--- config.mk ---
export PLATFORM = sky130hd
export DESIGN_NAME = div_ctrl
export DESIGN_NICKNAME = d
export VERILOG_FILES = /design/src/rtl/div_pkg.sv /design/src/rtl/div_result_cache.sv /design/src/rtl/div_ctrl.sv
export SDC_FILE = /design/constraint.sdc
export NUM_CORES = 1
export LEC_CHECK = 0
export CELL_PAD_IN_SITES_DETAIL_PLACEMENT = 0
export CELL_PAD_IN_SITES_GLOBAL_PLACEMENT = 2
export CORE_ASPECT_RATIO = 1.1
export CORE_MARGIN = 2
export CORE_UTILIZATION = 21
export DETAILED_ROUTE_END_ITERATION = 6
export PLACE_DENSITY = 0.85
export SLEW_MARGIN = 20
export SYNTH_ARGS = -nofsm -noshare
export SYNTH_HDL_FRONTEND = slang
export SYNTH_SLANG_ARGS = --single-unit
--- constraint.sdc ---
create_clock -name clk -period 2.3 [get_ports clk]
set_clock_uncertainty 0.05 [all_clocks]
set_input_delay 0.46 -clock clk [delete_from_list [all_inputs] [get_ports clk]]
set_output_delay 0.46 -clock clk [all_outputs]
set_load 0.01 [all_outputs]
--- src/rtl/div_pkg.sv ---
// div_pkg: shared op encodings, FSM state type and divide corner constants
// for div_ctrl and div_result_cache.
package div_pkg;

  localparam logic [1:0] OP_DIV  = 2'b00;
  localparam logic [1:0] OP_DIVU = 2'b01;
  localparam logic [1:0] OP_REM  = 2'b10;
  localparam logic [1:0] OP_REMU = 2'b11;

  localparam logic [31:0] INT_MIN  = 32'h8000_0000;
  localparam logic [31:0] ALL_ONES = 32'hFFFF_FFFF;

  typedef enum logic [2:0] {
    IDLE,
    ISSUE,
    WAIT,
    RESP,
    DRAIN
  } state_t;

endpackage

--- src/rtl/div_result_cache.sv ---
// div_result_cache: one-entry memo of the last divider result.
// Ports: wr_* write port, lk_* lookup, hit/hit_q/hit_rem result.
module div_result_cache
  import div_pkg::*;
(
  input  logic        clk,
  input  logic        rst_n,
  input  logic        wr_en,
  input  logic [31:0] wr_a,
  input  logic [31:0] wr_b,
  input  logic        wr_signed,
  input  logic [31:0] wr_q,
  input  logic [31:0] wr_rem,
  input  logic [31:0] lk_a,
  input  logic [31:0] lk_b,
  input  logic        lk_signed,
  output logic        hit,
  output logic [31:0] hit_q,
  output logic [31:0] hit_rem
);

  logic        v_q;
  logic [31:0] a_q;
  logic [31:0] b_q;
  logic        s_q;
  logic [31:0] q_q;
  logic [31:0] r_q;

  always_ff @(posedge clk or negedge rst_n) begin
    if (!rst_n) begin
      v_q <= 1'b0;
      a_q <= '0;
      b_q <= '0;
      s_q <= 1'b0;
      q_q <= '0;
      r_q <= '0;
    end else if (wr_en) begin
      v_q <= 1'b1;
      a_q <= wr_a;
      b_q <= wr_b;
      s_q <= wr_signed;
      q_q <= wr_q;
      r_q <= wr_rem;
    end
  end

  assign hit = v_q
            && (lk_a == a_q)
            && (lk_b == b_q)
            && (lk_signed == s_q);
  assign hit_q   = q_q;
  assign hit_rem = r_q;

endmodule

--- src/rtl/div_ctrl.sv ---
// div_ctrl: request/response front end for an iterative divider; handles
// /0 and INT_MIN/-1 locally, flush, and (DIV_RESULT_CACHE_EN) a result memo.
module div_ctrl
  import div_pkg::*;
#(
  parameter int TAG_W = 4
) (
  input  logic             clk,
  input  logic             rst_n,
  input  logic             flush,
  input  logic             req_valid,
  output logic             req_ready,
  input  logic [1:0]       req_op,
  input  logic [31:0]      req_a,
  input  logic [31:0]      req_b,
  input  logic [TAG_W-1:0] req_tag,
  output logic             div_in_en,
  output logic [31:0]      div_a,
  output logic [31:0]      div_b,
  output logic             div_signed,
  input  logic             div_idle,
  input  logic             div_out_en,
  input  logic [31:0]      div_q,
  input  logic [31:0]      div_rem,
  output logic             resp_valid,
  input  logic             resp_ready,
  output logic [31:0]      resp_data,
  output logic [TAG_W-1:0] resp_tag
);

  state_t state;
  state_t state_nx;

  logic             rem_q;
  logic             sgn_q;
  logic [31:0]      a_q;
  logic [31:0]      b_q;
  logic [31:0]      res_q;
  logic [TAG_W-1:0] tag_q;

  logic        acc;
  logic        req_sgn;
  logic        dz;
  logic        ovf;
  logic        hit;
  logic        fast;
  logic        cap;
  logic [31:0] hit_q;
  logic [31:0] hit_rem;
  logic [31:0] fast_res;

  assign req_ready = (state == IDLE) && !flush;
  assign acc       = req_valid && req_ready;
  assign req_sgn   = !req_op[0];
  assign dz        = (req_b == '0);
  assign ovf       = req_sgn
                  && (req_a == INT_MIN)
                  && (req_b == ALL_ONES);
  assign fast      = dz || ovf || hit;

  // Divider result that will be presented to the consumer.
  assign cap = (state == WAIT) && div_out_en && !flush;

`ifdef DIV_RESULT_CACHE_EN
  div_result_cache u_cache (
    .clk       (clk),
    .rst_n     (rst_n),
    .wr_en     (cap),
    .wr_a      (a_q),
    .wr_b      (b_q),
    .wr_signed (sgn_q),
    .wr_q      (div_q),
    .wr_rem    (div_rem),
    .lk_a      (req_a),
    .lk_b      (req_b),
    .lk_signed (req_sgn),
    .hit       (hit),
    .hit_q     (hit_q),
    .hit_rem   (hit_rem)
  );
`else
  assign hit     = 1'b0;
  assign hit_q   = '0;
  assign hit_rem = '0;
`endif

  // dz and ovf are exclusive: ovf needs b == all ones.
  always_comb begin
    fast_res = req_op[1] ? hit_rem : hit_q;
    unique case (1'b1)
      dz:      fast_res = req_op[1] ? req_a : ALL_ONES;
      ovf:     fast_res = req_op[1] ? '0 : INT_MIN;
      default: ;
    endcase
  end

  always_ff @(posedge clk or negedge rst_n) begin
    if (!rst_n) state <= IDLE;
    else        state <= state_nx;
  end

  always_comb begin
    state_nx  = state;
    div_in_en = 1'b0;
    case (state)
      IDLE: begin
        if (acc) state_nx = fast ? RESP : ISSUE;
      end
      ISSUE: begin
        if (flush) begin
          state_nx = IDLE;
        end else if (div_idle) begin
          div_in_en = 1'b1;
          state_nx  = WAIT;
        end
      end
      WAIT: begin
        // A flush racing the result pulse has nothing left to drain.
        if (flush)           state_nx = div_out_en ? IDLE : DRAIN;
        else if (div_out_en) state_nx = RESP;
      end
      RESP: begin
        if (flush || resp_ready) state_nx = IDLE;
      end
      DRAIN: begin
        if (div_out_en) state_nx = IDLE;
      end
      default: state_nx = IDLE;
    endcase
  end

  always_ff @(posedge clk or negedge rst_n) begin
    if (!rst_n) begin
      rem_q <= 1'b0;
      sgn_q <= 1'b0;
      a_q   <= '0;
      b_q   <= '0;
      tag_q <= '0;
      res_q <= '0;
    end else begin
      if (acc) begin
        rem_q <= req_op[1];
        sgn_q <= req_sgn;
        a_q   <= req_a;
        b_q   <= req_b;
        tag_q <= req_tag;
        if (fast) res_q <= fast_res;
      end
      if (cap) res_q <= rem_q ? div_rem : div_q;
    end
  end

  assign div_a      = a_q;
  assign div_b      = b_q;
  assign div_signed = sgn_q;
  assign resp_valid = (state == RESP);
  assign resp_data  = res_q;
  assign resp_tag   = tag_q;

endmodule

==> ds_physical_params.txt, run 1 <==
Summary of implementation characteristics

Parameter                              Value

Synth
  Number of cells in the yosys synthesis report    ~480
  Number of distinct library cell variants in the gate-level netlist after synthesis    36
  Area fraction in compound gates    0.158
  Top cells by count, synth    dfrtp_1 (105), a21oi_1 (64), nand2_1 (53)
  Synth warn    0
  Adder and majority cell fraction of the synthesized area    0
  Mapped cell area    approximately 0.005 mm^2
  Top cells by area, synth    dfrtp_1 (53%), mux2_2 (7.7%), a21oi_1 (6.5%), mux2i_1 (6.3%), a311oi_1 (5.5%)

Final timing
  Fin worst setup slack    -0.205 ns
  Final setup fails    33
  Final tally of hold violations    0

Critical path
  Combined buffer and inverter count along the critical path    2
  Cell occurring most often along the worst timing path    buf_6
  Crit Reg-Reg Endpoint    resp_data[12]
  Cell at the slowest stage of the critical path    or4b_4
  Number of cells on the worst reg-to-reg path    7
  Critical Path Source Type    input pin

Pwr
  Power Internal    0.00561 W
  Relative contribution of combinational cells to total power    0.416
  Power group with the highest consumption    combinational cells
  Relative contribution of sequential cells to total power    0.358
  Switching Share    0.304
  IR Drop Worst-Case VDD    396 uV
  NetSw    0.00245 W

Layout
  Final net count    912
  Register area    around 0.0026 mm^2
  Final-layout fill cell count    2,292
  Share of cells above drive strength 1    0.258

Job
  Number of OpenROAD warnings    29

Clocking
  Clock tree from TritonCTS    done
  Number of buffers on the longest clock path    2
  Insertion delay at the late pin of the worst-skew pair    around 0.35 ns

Status
  Violations in the final reports    setup timing
  Run status    complete, but fails checks

Die
  Row Count    58
  Standard cell core area    about 0.023 mm^2
  I/O pin count    245
  Chip Height    between 150 and 200 um

Drt
  Aggregate routed wire length    approximately 19,000 um
  Total number of vias    ~4,800

Worst hold path
  Path category of the worst min-delay check    input pin to async pin

Place
  Count of buffers from port buffering    between 200 and 250
-- run 1: worst max path at each step --
stage	to	slack (ns)	cells after the start
4_1_cts	resp_data[15]	-0.34	9
3_5_place_dp	resp_data[12]	-1.0	8
6_report	resp_data[23]	-0.20	8
2_1_floorplan	resp_data[10]	-0.25	7
3_3_place_gp	resp_data[1]	-0.90	8
5_1_grt	resp_data[23]	-0.33	8
-- run 1: final cells by class --
cell class,instances,share of cell area
timing repair buffer,324,0.351
sequential,105,0.294
multi-input combinational,300,0.262
tap,300,0.0420
clock buffer,10,0.0267
inverter,31,0.0130
clock inverter,5,0.0116
antenna,1,0.000280
-- run 1: per-layer routing --
metal,share of wire,track usage
met1,0.42,0.186
met2,0.51,0.266
met3,0.051,0.0275
met4,0.023,0.0596
met5,0,0
**Run 1: metal layers overlaid**

Bar = 50 um.
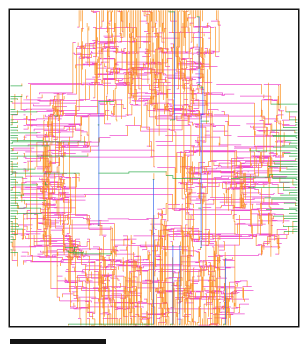
| colour | layer | wire length |
|---|---|---|
| green | met3 | 967 um |
| blue | met4 | 432 um |
| magenta | met1 | 8,030 um |
| orange | met2 | 9,670 um |

**Run 1: wire density map**

Bar = 50 um. 30 x 33 tiles, from dark blue (low) to red (high), scaled to the fullest tile. Values are wire area over tile area, all layers added.
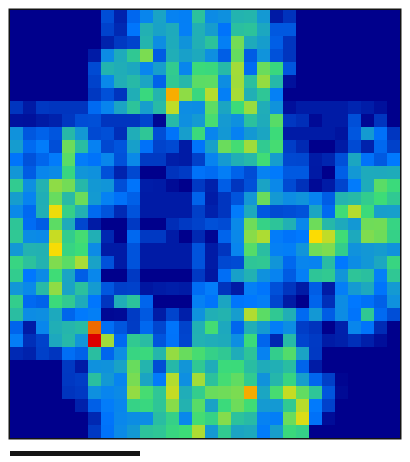
mean over tiles: 0.12
nearly empty tiles: 20%
emptiest ninth of the die: upper right
fullest tile: 0.51
tiles over half the peak: 9.5%

**Run 1: where the registers sit**

Bar = 50 um. Other sequential cells in the stronger grey, the rest of the logic in the fainter grey.
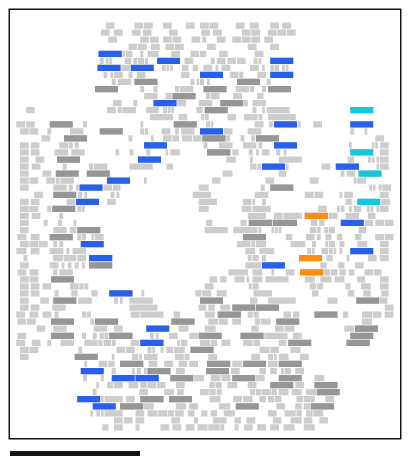
| colour | name in the netlist | sequential cells |
|---|---|---|
| cyan | resp_tag | 4 |
| blue | div_a | 32 |
| orange | state | 3 |

**Run 1: track usage over the die**

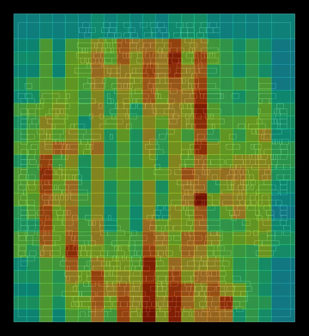
met2 layer usage reported by global route: 0.266
global-route usage over all layers: 0.153

--- run 2 (diff from run 1) ---
--- a/config.mk
+++ b/config.mk
@@ -11,7 +11,7 @@
 export CORE_MARGIN = 2
 export CORE_UTILIZATION = 21
 export DETAILED_ROUTE_END_ITERATION = 6
-export PLACE_DENSITY = 0.85
+export PLACE_DENSITY_LB_ADDON = 0.1
 export SLEW_MARGIN = 20
 export SYNTH_ARGS = -nofsm -noshare
 export SYNTH_HDL_FRONTEND = slang
==> constraint.sdc (replaced) <==
create_clock -name clk -period 2.3 [get_ports clk]
set_clock_uncertainty 0.05 [all_clocks]
set_input_delay 0.46 -clock clk [delete_from_list [all_inputs] [get_ports clk]]
set_output_delay 0.46 -clock clk [all_outputs]
set_load 0.05 [all_outputs]
**Run 2: metal layers overlaid**

Bar = 50 um.
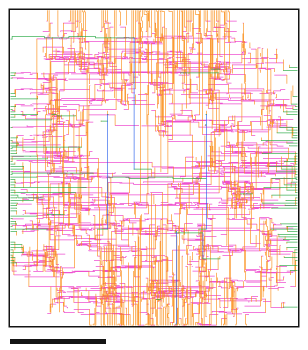
| colour | layer | wire length |
|---|---|---|
| orange | met2 | 9,670 um |
| blue | met4 | 250 um |
| magenta | met1 | 8,480 um |
| green | met3 | 1,010 um |

==> run 2 against run 1 <==
Compared with the run above: the run still ends with setup timing left; die size unchanged; global-route usage increased by 0.19 points; sequential share of layout area increased by 0.25 points; core utilization decreased by 0.33 points; area after synthesis unchanged; final cell count increased by 0.19%; register-to-register slack improved by 0.07 ns; sequential power about the same; synthesized cell count unchanged; largest cell class unchanged.
==> ds_physical_params.txt, run 2 <==
Summary of implementation characteristics

Parameter                              Value

Drt
  Aggregate routed wire length    19,400 um (+1.6%)
  Highest signal layer in the routed design    met4
  Total number of vias    4,748 (-0.46%)
  DR WL met2    9670 um (about the same)
  Total met3 wirelength after detailed routing    1010 um (+4.9%)
  Met1 Wirelength    8480 um (+5.6%)
  Drt drc    0

Layout
  Largest contributor to cell area by class    non-clock buffers
  Multi-input combinational area share    0.253 (-0.00893)
  Share of cells above drive strength 1    0.229 (-0.0293)
  Final net count    914 (+0.22%)
  Diode count    0 (-1)
  Share of the final layout cell area in sequential cells    0.296 (+0.00249)
  Clk_buf instances    12 (+2)
  Register area    0.00263 mm^2 (unchanged)
  Sequential cell count    105 (unchanged)
  Non-Filler Cell Area, Final    0.00887 mm^2
  Inverters    31 (unchanged)
  Number of buffers other than clock buffers in the final layout    326 (+0.62%)

GRT
  GRT busiest layer    met2
  Met2 layer usage reported by global route    0.259 (-0.00682)
  Global-route usage over all layers    0.154 (+0.00193)
  Met1 global-route usage    0.203 (+0.0169)
  Met3 usage in global routing    0.0294 (+0.00192)

Critical path
  Critical Path Source Type    input pin
  CP Capture Point    resp_data[24]
  Cell occurring most often along the worst timing path    buf_12
  Crit Reg-Reg Endpoint    resp_data[24]
  Worst path depth    9 (+1)
  Number of cells on the worst reg-to-reg path    9 (+2)
  Cell at the slowest stage of the critical path    or4b_4

Final timing
  Fin worst setup slack    -0.286 ns (-0.0813 ns)
  Final setup fails    32 (-3.0%)
  Final tally of hold violations    0 (unchanged)

Worst hold path
  Path category of the worst min-delay check    input pin to async pin

Synth
  Mapped cell area    0.00496 mm^2 (unchanged)
  Number of cells in the yosys synthesis report    475 (unchanged)
  Number of distinct library cell variants in the gate-level netlist after synthesis    36 (unchanged)
  Top cells by count, synth    dfrtp_1 (105), a21oi_1 (64), nand2_1 (53)

Pwr
  Switching Share    0.454 (+0.150)
  Power group with the highest consumption    combinational cells
  NetSw    0.00437 W (+78%)
  Relative contribution of combinational cells to total power    0.538 (+0.122)
  Relative contribution of sequential cells to total power    0.300 (-0.058)
  IR Drop Worst-Case VDD    488 uV (+23%)
  Power Internal    0.00526 W (-6.3%)

Job
  Number of OpenROAD warnings    31 (+6.9%)

Status
  Run status    complete, but fails checks
  Violations in the final reports    setup timing

Die
  Count of inserted tapcells    300 (unchanged)
  Row Count    58 (unchanged)

Clocking
  Clock tree from TritonCTS    done

Place
  Count of buffers from port buffering    244 (unchanged)
run 2: cells by family after synthesis:
group,count (synthesis),share of synthesized area
buffers and inverters,70,0.0586
multiplexers,65,0.140
flip-flops,105,0.530
AND/OR/NAND/NOR,104,0.113
AND-OR/OR-AND,131,0.158
run 2: through the flow:
step	utilization	hold slack, ns	setup WS (ns)	setup TNS [ns]	std cells
finish	0.386	0.138	-0.286	-7.65	1078
global route	0.386	0.175	-0.365	-10.61	1078
CTS	0.382	0.168	-0.286	-8.20	1077
detailed placement	0.361	0.417	-1.07	-34.41	1057
global placement	0.361	0.409	-1.04	-33.49	1057
floorplan	-	0.114	-0.281	-8.96	475
No activity file was given, so power comes from the tool's default toggle rates.
